<file path="src/rtl/ex_mem_stage.sv">
// ex_mem_stage: execute->memory pipeline register behind the 64-bit ALU.
// It holds one beat of ALU result, control and store data behind a valid/ready
// handshake, and it keeps the NZCV flags.
// Optional feature: define DIV_ZERO_TRAP_EN to add the div_zero_q output. A
// divide beat (op 0011) with a zero divisor then has its register write
// suppressed and does not update the flags.
module ex_mem_stage #(
  parameter int WIDTH      = 64,
  parameter int REG_ADDR_W = 5
) (
  input  logic                  clk,
  input  logic                  reset,
  input  logic                  flush,
  input  logic                  in_valid,
  output logic                  in_ready,
  input  logic [WIDTH-1:0]      firstInput,
  input  logic [WIDTH-1:0]      secondInput,
  input  logic [3:0]            operation,
  input  logic [WIDTH-1:0]      ALU_Out,
  input  logic                  CarryOut,
  input  logic                  set_flags,
  input  logic [REG_ADDR_W-1:0] rd_in,
  input  logic                  reg_write_in,
  input  logic                  mem_read_in,
  input  logic                  mem_write_in,
  input  logic [WIDTH-1:0]      store_data,
  output logic                  out_valid,
  input  logic                  out_ready,
  output logic [WIDTH-1:0]      result_q,
  output logic [REG_ADDR_W-1:0] rd_q,
  output logic                  reg_write_q,
  output logic                  mem_read_q,
  output logic                  mem_write_q,
  output logic [WIDTH-1:0]      store_data_q,
  output logic [3:0]            flags_q,
`ifdef DIV_ZERO_TRAP_EN
  output logic                  div_zero_q,
`endif
  output logic                  zero_q
);

  localparam logic [3:0] OP_ADD = 4'b0000;
  localparam logic [3:0] OP_SUB = 4'b0001;
  localparam logic [3:0] OP_DIV = 4'b0011;

  logic accept;
  logic div_trap;
  logic flag_we;

  // NZCV from the ALU operands and result. Carry comes from the ALU for ADD.
  // For SUB, carry is recomputed as "no borrow".
  function automatic logic [3:0] nzcv(input logic [WIDTH-1:0] a,
                                      input logic [WIDTH-1:0] b,
                                      input logic [WIDTH-1:0] r,
                                      input logic             carry,
                                      input logic [3:0]       op);
    logic signed [WIDTH-1:0] sa;
    logic signed [WIDTH-1:0] sb;
    logic signed [WIDTH-1:0] sr;
    logic n;
    logic z;
    logic c;
    logic v;
    sa = a;
    sb = b;
    sr = r;
    n  = sr < 0;
    z  = (r == '0);
    c  = 1'b0;
    v  = 1'b0;
    if (op == OP_ADD) begin
      c = carry;
      v = ((sa < 0) == (sb < 0)) && ((sr < 0) != (sa < 0));
    end else if (op == OP_SUB) begin
      c = (a >= b);
      v = ((sa < 0) != (sb < 0)) && ((sr < 0) != (sa < 0));
    end
    return {n, z, c, v};
  endfunction

  assign in_ready = !out_valid || out_ready;
  assign accept   = in_valid && in_ready && !flush;

`ifdef DIV_ZERO_TRAP_EN
  assign div_trap = (operation == OP_DIV) && (secondInput == '0);
`else
  assign div_trap = 1'b0;
`endif

  assign flag_we = accept && set_flags && !div_trap;

  // Valid bit: flush kills everything. An accept loads a beat. A drain without an accept empties the stage.
  always_ff @(posedge clk or posedge reset) begin
    if (reset) begin
      out_valid <= 1'b0;
    end else if (flush) begin
      out_valid <= 1'b0;
    end else if (accept) begin
      out_valid <= 1'b1;
    end else if (out_ready) begin
      out_valid <= 1'b0;
    end
  end

  // Beat payload: loaded only on accept, otherwise held (also after a drain).
  always_ff @(posedge clk or posedge reset) begin
    if (reset) begin
      result_q     <= '0;
      zero_q       <= 1'b0;
      rd_q         <= '0;
      reg_write_q  <= 1'b0;
      mem_read_q   <= 1'b0;
      mem_write_q  <= 1'b0;
      store_data_q <= '0;
    end else if (accept) begin
      result_q     <= ALU_Out;
      zero_q       <= (ALU_Out == '0);
      rd_q         <= rd_in;
      reg_write_q  <= reg_write_in && !div_trap;
      mem_read_q   <= mem_read_in;
      mem_write_q  <= mem_write_in;
      store_data_q <= store_data;
    end
  end

  // Flags: updated only by an accepted flag-setting beat; they survive a flush.
  always_ff @(posedge clk or posedge reset) begin
    if (reset) begin
      flags_q <= 4'b0000;
    end else if (flag_we) begin
      flags_q <= nzcv(firstInput, secondInput, ALU_Out, CarryOut, operation);
    end
  end

`ifdef DIV_ZERO_TRAP_EN
  // Divide-by-zero marker travels with the beat it belongs to.
  always_ff @(posedge clk or posedge reset) begin
    if (reset) begin
      div_zero_q <= 1'b0;
    end else if (accept) begin
      div_zero_q <= div_trap;
    end
  end
`endif

endmodule
</file>
<file path="config.mk">
export PLATFORM = sky130hd
export DESIGN_NAME = ex_mem_stage
export DESIGN_NICKNAME = d
export VERILOG_FILES = /design/src/rtl/ex_mem_stage.sv
export SDC_FILE = /design/constraint.sdc
export NUM_CORES = 1
export LEC_CHECK = 0
export CAP_MARGIN = 30
export CORE_AREA = 2 2 165 167
export DETAILED_ROUTE_END_ITERATION = 12
export DIE_AREA = 0 0 167 169
export PLACE_DENSITY = 0.65
export SLEW_MARGIN = 40
export SYNTH_ARGS = -nofsm -noshare
export SYNTH_HDL_FRONTEND = slang
export SYNTH_SLANG_ARGS = --single-unit
</file>
<file path="constraint.sdc">
create_clock -name clk -period 9.1 [get_ports clk]
set_input_delay 1.82 -clock clk [delete_from_list [all_inputs] [get_ports clk]]
set_output_delay 1.82 -clock clk [all_outputs]
set_load 0.05 [all_outputs]
</file>
clock_wires.png
Scale bar: 50 um.
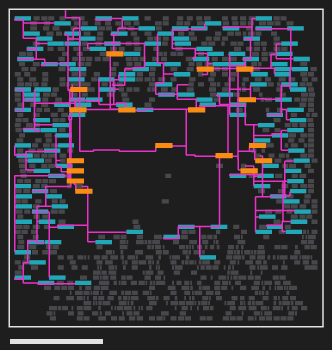
- orange: clock-net drivers (count 17)
- magenta: clock wires (length 2,240 um)
- cyan: flip-flops (count 142)
- flops lie: spread over the die
- routed clock nets: 18
clock network fraction of total power: 28.5%
clock tree skew after final layout: 0.0131 ns
latest clock arrival within the worst-skew pair: 0.42 ns

placed.png
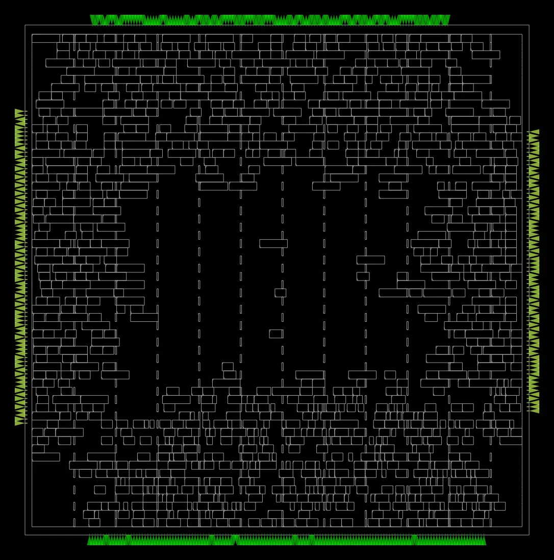
flop count: 142
total number of placement rows: 60
number of fillers in the final layout: 2,467
post-layout util: 46.0%
non-filler cells in the finished layout: 1,341

ff_map.png
Scale bar: 50 um. Other sequential cells in the stronger gray, the rest of the logic in the fainter gray.
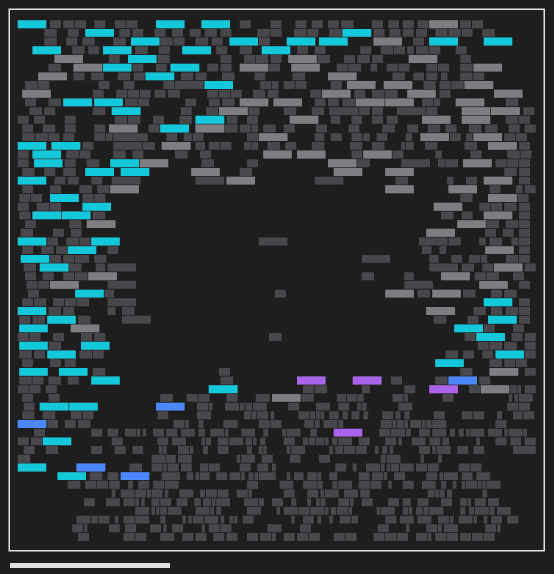
- cyan: `store_data_q` (sequential cells 64; where spread over the die)
- blue: `rd_q` (sequential cells 5)
- purple: `flags_q` (sequential cells 4)
- not colored: 69

sizing.png
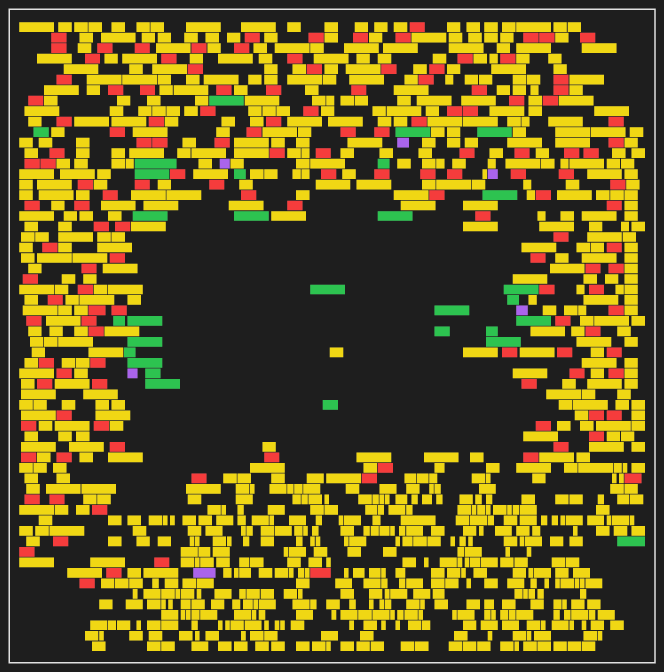
- green: x6 and larger (cells 29; share 2.9%)
- red: x2 (cells 142; share 14%)
- purple: x3 and x4 (cells 6; share 0.60%)
- yellow: x1 and smaller (cells 823; share 82%)

route_heat.png
33 x 34 tiles, from dark blue (low) to red (high), scaled to the fullest tile. Values are wire area over tile area, all layers added.
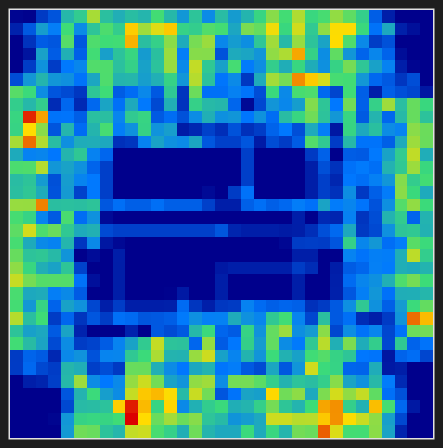
- fullest tile: 0.45
- emptiest ninth of the die: center
- nearly empty tiles: 17%
- tiles over half the peak: 18%
- mean over tiles: 0.13
routed vias: 5,881
detail-routed net length per standard cell: 17.5 um
total routed wirelength: 23.5 mm
total routing usage reported by global routing: 16.5%

-- metal layers --
layer  track usage, %  share of wire (%)  up-vias
li1                 -                  -     2861
met1             20.6                 43     2797
met2             27.9                 49      196
met3             4.68                6.1       27
met4             5.02                1.8        0
met5                0                  0        -
-- worst max-delay path, stage by stage --
cell	delay [ns]
clkdlybuf4s50_1	0.40
nor2b_1	0.22
inv_1	0.09
clkdlybuf4s50_1	0.70
-- cell families (layout without fill, tap and decap cells) --
family / Yosys count / in the layout / share of synthesized area (%)
AOI/OAI and AO/OA: 54 / 54 / 4.59
DFF: 142 / 142 / 50.6
muxes: 139 / 139 / 22.3
adders and majority gates: 64 / 64 / 11.4
xor gates and xnor gates: 2 / 2 / 0.249
and+or+nand+nor: 82 / 82 / 6.36
buffers and inverters: 81 / 517 / 4.56
-- registers in the layout, indices dropped and copies added, names as in the netlist --
name,cells
mem_read_q,1
zero_q,1
flags_q,4
store_data_q,64
mem_write_q,1
out_valid,1
reg_write_q,1
rd_q,5
result_q,64
-- worst min-delay path by stage --
| stage | start | endpoint | slack [ns] | depth (start not counted) |
|---|---|---|---|---|
| after detailed placement | flags_q[0] | flags_q[0] | 0.47 | 1 |
| after global placement | flags_q[0] | flags_q[0] | 0.47 | 1 |
| final | flags_q[0] | flags_q[0] | 0.48 | 1 |
| after global routing | flags_q[0] | flags_q[0] | 0.50 | 1 |
| after floorplan | flags_q[0] | flags_q[0] | 0.80 | 1 |
| after CTS | flags_q[0] | flags_q[0] | 0.49 | 1 |
-- cell type report --
class                   count  area (sq um)
repair buffers            419          4210
fillers                  2467         14300
flip-flops and latches    142          3550
clock buffers              18           429
well taps                 341           427
clock inverters            14           145
inverters                  66           255
multi-input cells         341          3160
==> results.txt <==
Status of the implementation.

- The internal portion of the total power is 0.00151 W.
- Adding up every negative setup slack in the final design gives 0 ns.
- The switching part of the total power is 37.5%, for reference.
- The worst path uses 55.5% of the clock period.
- The placement stage leaves a total instance area of 11,600 sq um.
- The endpoint class of the critical path is an output pin, for reference.
- The ratio of cells with drive above 1 in the final layout is 17.7%, for reference.
- Of the synthesized area, sequential elements account for 50.6%.
- The number of max-capacitance violations reported is 0, for reference.
- For the worst reg-to-reg path, the startpoint reported by OpenROAD is out_valid.
- The number of global-route vias before repair is 6,250, for reference.
- Yosys instantiated no cell more often than dfrtp_1.
- The area share of the largest cell type after synthesis is 50.6%, for reference.
- Counting flops with a built-in enable in the synthesized netlist gives 0.
- The count of boundary I/O pins is 418, for reference.
- The total number of yosys warnings is 0, for reference.
- The proportion of power drawn by combinational gates is 39.0%, for reference.
- The headroom to the max-slew limit is 37.0%, for reference.
- Per the synth stats, the flop cell with the highest instance count is dfrtp_1.
- The number of storage elements in the synthesis netlist is 142, for reference.
- The number of sinks on the clock net is 142, for reference.
- The finished cells cover 12,200 sq um.
- The total half-perimeter wirelength after legalization and detailed placement is 18.9 mm, for reference.
- The count of inserted antenna diode cells is 0, for reference.
- The final power report lists total power as 0.00242 W.
- The flow ran to the end, and the final reports show no timing, DRC or antenna violations.
- The critical path required time is 7.28 ns, for reference.
- The total power density per cell area is 199 nW/um^2, for reference.
- The startpoint-to-endpoint class of the critical path is in -> out, for reference.
- The floorplan step set the die width to 167 um.
- The first global-routing pass estimated 35.7 mm of wire.
- Timing would allow up to 0.198 GHz.
- In this run the layout overhead on the synthesized area is reported as 73.3%.
- Per the power-grid run, VDD falls by no more than 129 uV.
- The post-placement worst setup slack is 4.05 ns, for reference.
- The number of gates resized after CTS was 0.
- The library cells used most frequently in the layout, excluding fill and tap cells, are 417 x clkdlybuf4s50_1, 142 x dfrtp_1, 139 x mux2_2.
- The average instance area after synthesis is 12.5 sq um, for reference.
- The number of distinct library cell variants in the gate-level netlist after synthesis is 31, for reference.
- After its last routability iteration, the placer logged a weighted congestion of 0.894.
- The OpenROAD report gives the critical path a data arrival time of 3.23 ns.
- The worst hold-check path type is reg -> reg, for reference.
- The final global-route overflow total is 0, for reference.
- In the post-synthesis netlist, the biggest area contributors are dfrtp_1 51%, mux2_2 22%, ha_1 11%.
- Per the CTS log, the root buffer master is clkbuf_16.
- For reference, the critical path is launched at out_ready.
- For this design the static power due to leakage is 5.15 nW.
- The worst setup path is launched from an input pin.
- The fraction of power consumed by sequential logic is 32.5%, for reference.
- The length in cells of the worst reg-to-reg path is 4, for reference.
- The count of endpoints failing hold in the final timing report is 0, for reference.
- Setup repair after global routing left no endpoint under its margin.
- The first TritonRoute pass finished after 4 iterations.
- The total clock network power is 0.000690 W, for reference.
- The number of violations reported at the end of detailed-routing iteration 0 is 268, for reference.
- Looking at the reg2reg group, the worst path ends at result_q[63].
- The post-CTS setup repair buffer count is 0, for reference.
- For reference, the top cells by count after synthesis are 142 x dfrtp_1, 139 x mux2_2, 66 x inv_1, 64 x ha_1, 30 x a21oi_1.
- The largest net degree at the start of global routing is 138, for reference.
- The initial antenna violation count was 0.
- The finished design was reported to have a net count of 1,326.
- The core area is 26,500 sq um, for reference.
- The gate count after technology mapping is 564, for reference.
- In this run the full chip footprint comes out at 28,200 sq um.
- The number of nets produced by synthesis is 903, for reference.
- The mapped netlist covers 7030 sq um.
- The count of warning messages emitted by the tools is 28, for reference.
- In this run, power in flip-flops and latches comes to 0.000789 W.
- For this design, Yosys synthesis ends with a cell count of 564.
- The largest area contributor in the netlist is dfrtp_1, for reference.
- Across all hold checks on the routed design, the worst slack comes to 0.482 ns.
- The cts-stage hold buffer count is 0, for reference.
- The biggest power consumer among the groups is combinational logic, for reference.
- The transition time recorded at the tightest slew-check pin is 0.944 ns.
- Leaving out fill and tap cells, the most frequent cell in the layout is clkdlybuf4s50_1.
- The post-detailed-route count of antenna-violating nets is 0, for reference.
- Counting pins that exceed their max-slew limit in the final report gives 0.
- In the final report, the number of endpoints failing setup comes to 0.
- The post-route worst setup slack is 4.05 ns, for reference.
- The maximum number of buffers from clock root to sink is 2, for reference.
- The count of buffers from port buffering is 417, for reference.
- Using the TritonRoute via totals, the vias-per-cell ratio works out to 4.39.
- The final critical path time including I/O delays and setup is 5.05 ns, for reference.
- The timing report gives the clock slew at the launch and capture registers of the worst setup and hold paths as 0.07 ns.
- Per the detail_route report, DRC violations left total 0.
- The stat command in Yosys gives a chip area of 7030 sq um.
- The script extracted a net switching power of 0.000909 W.
- The clock tree synthesis step divided the H-tree into 4 levels.
- The initial utilization of the core area, before any placement, comes to 26.5%.
- For this run, asynchronously set or reset flops after synthesis account for 100%.
- TritonCTS created 17 clock buffers.
- The power report lists the combinational group at 0.000945 W.
- TritonCTS built the clock tree.
- In this run the vertical extent of the chip is 169 um.
- The capturing instance or port of the critical path is in_ready, for reference.
- After detailed placement, the design holds a cell count of 1,309.
- The maximum fanout along the worst path is 3, for reference.
- In this run the register-to-register setup slack is 7.02 ns.
Power figures rest on the tool's default switching activity, not on a simulated workload.
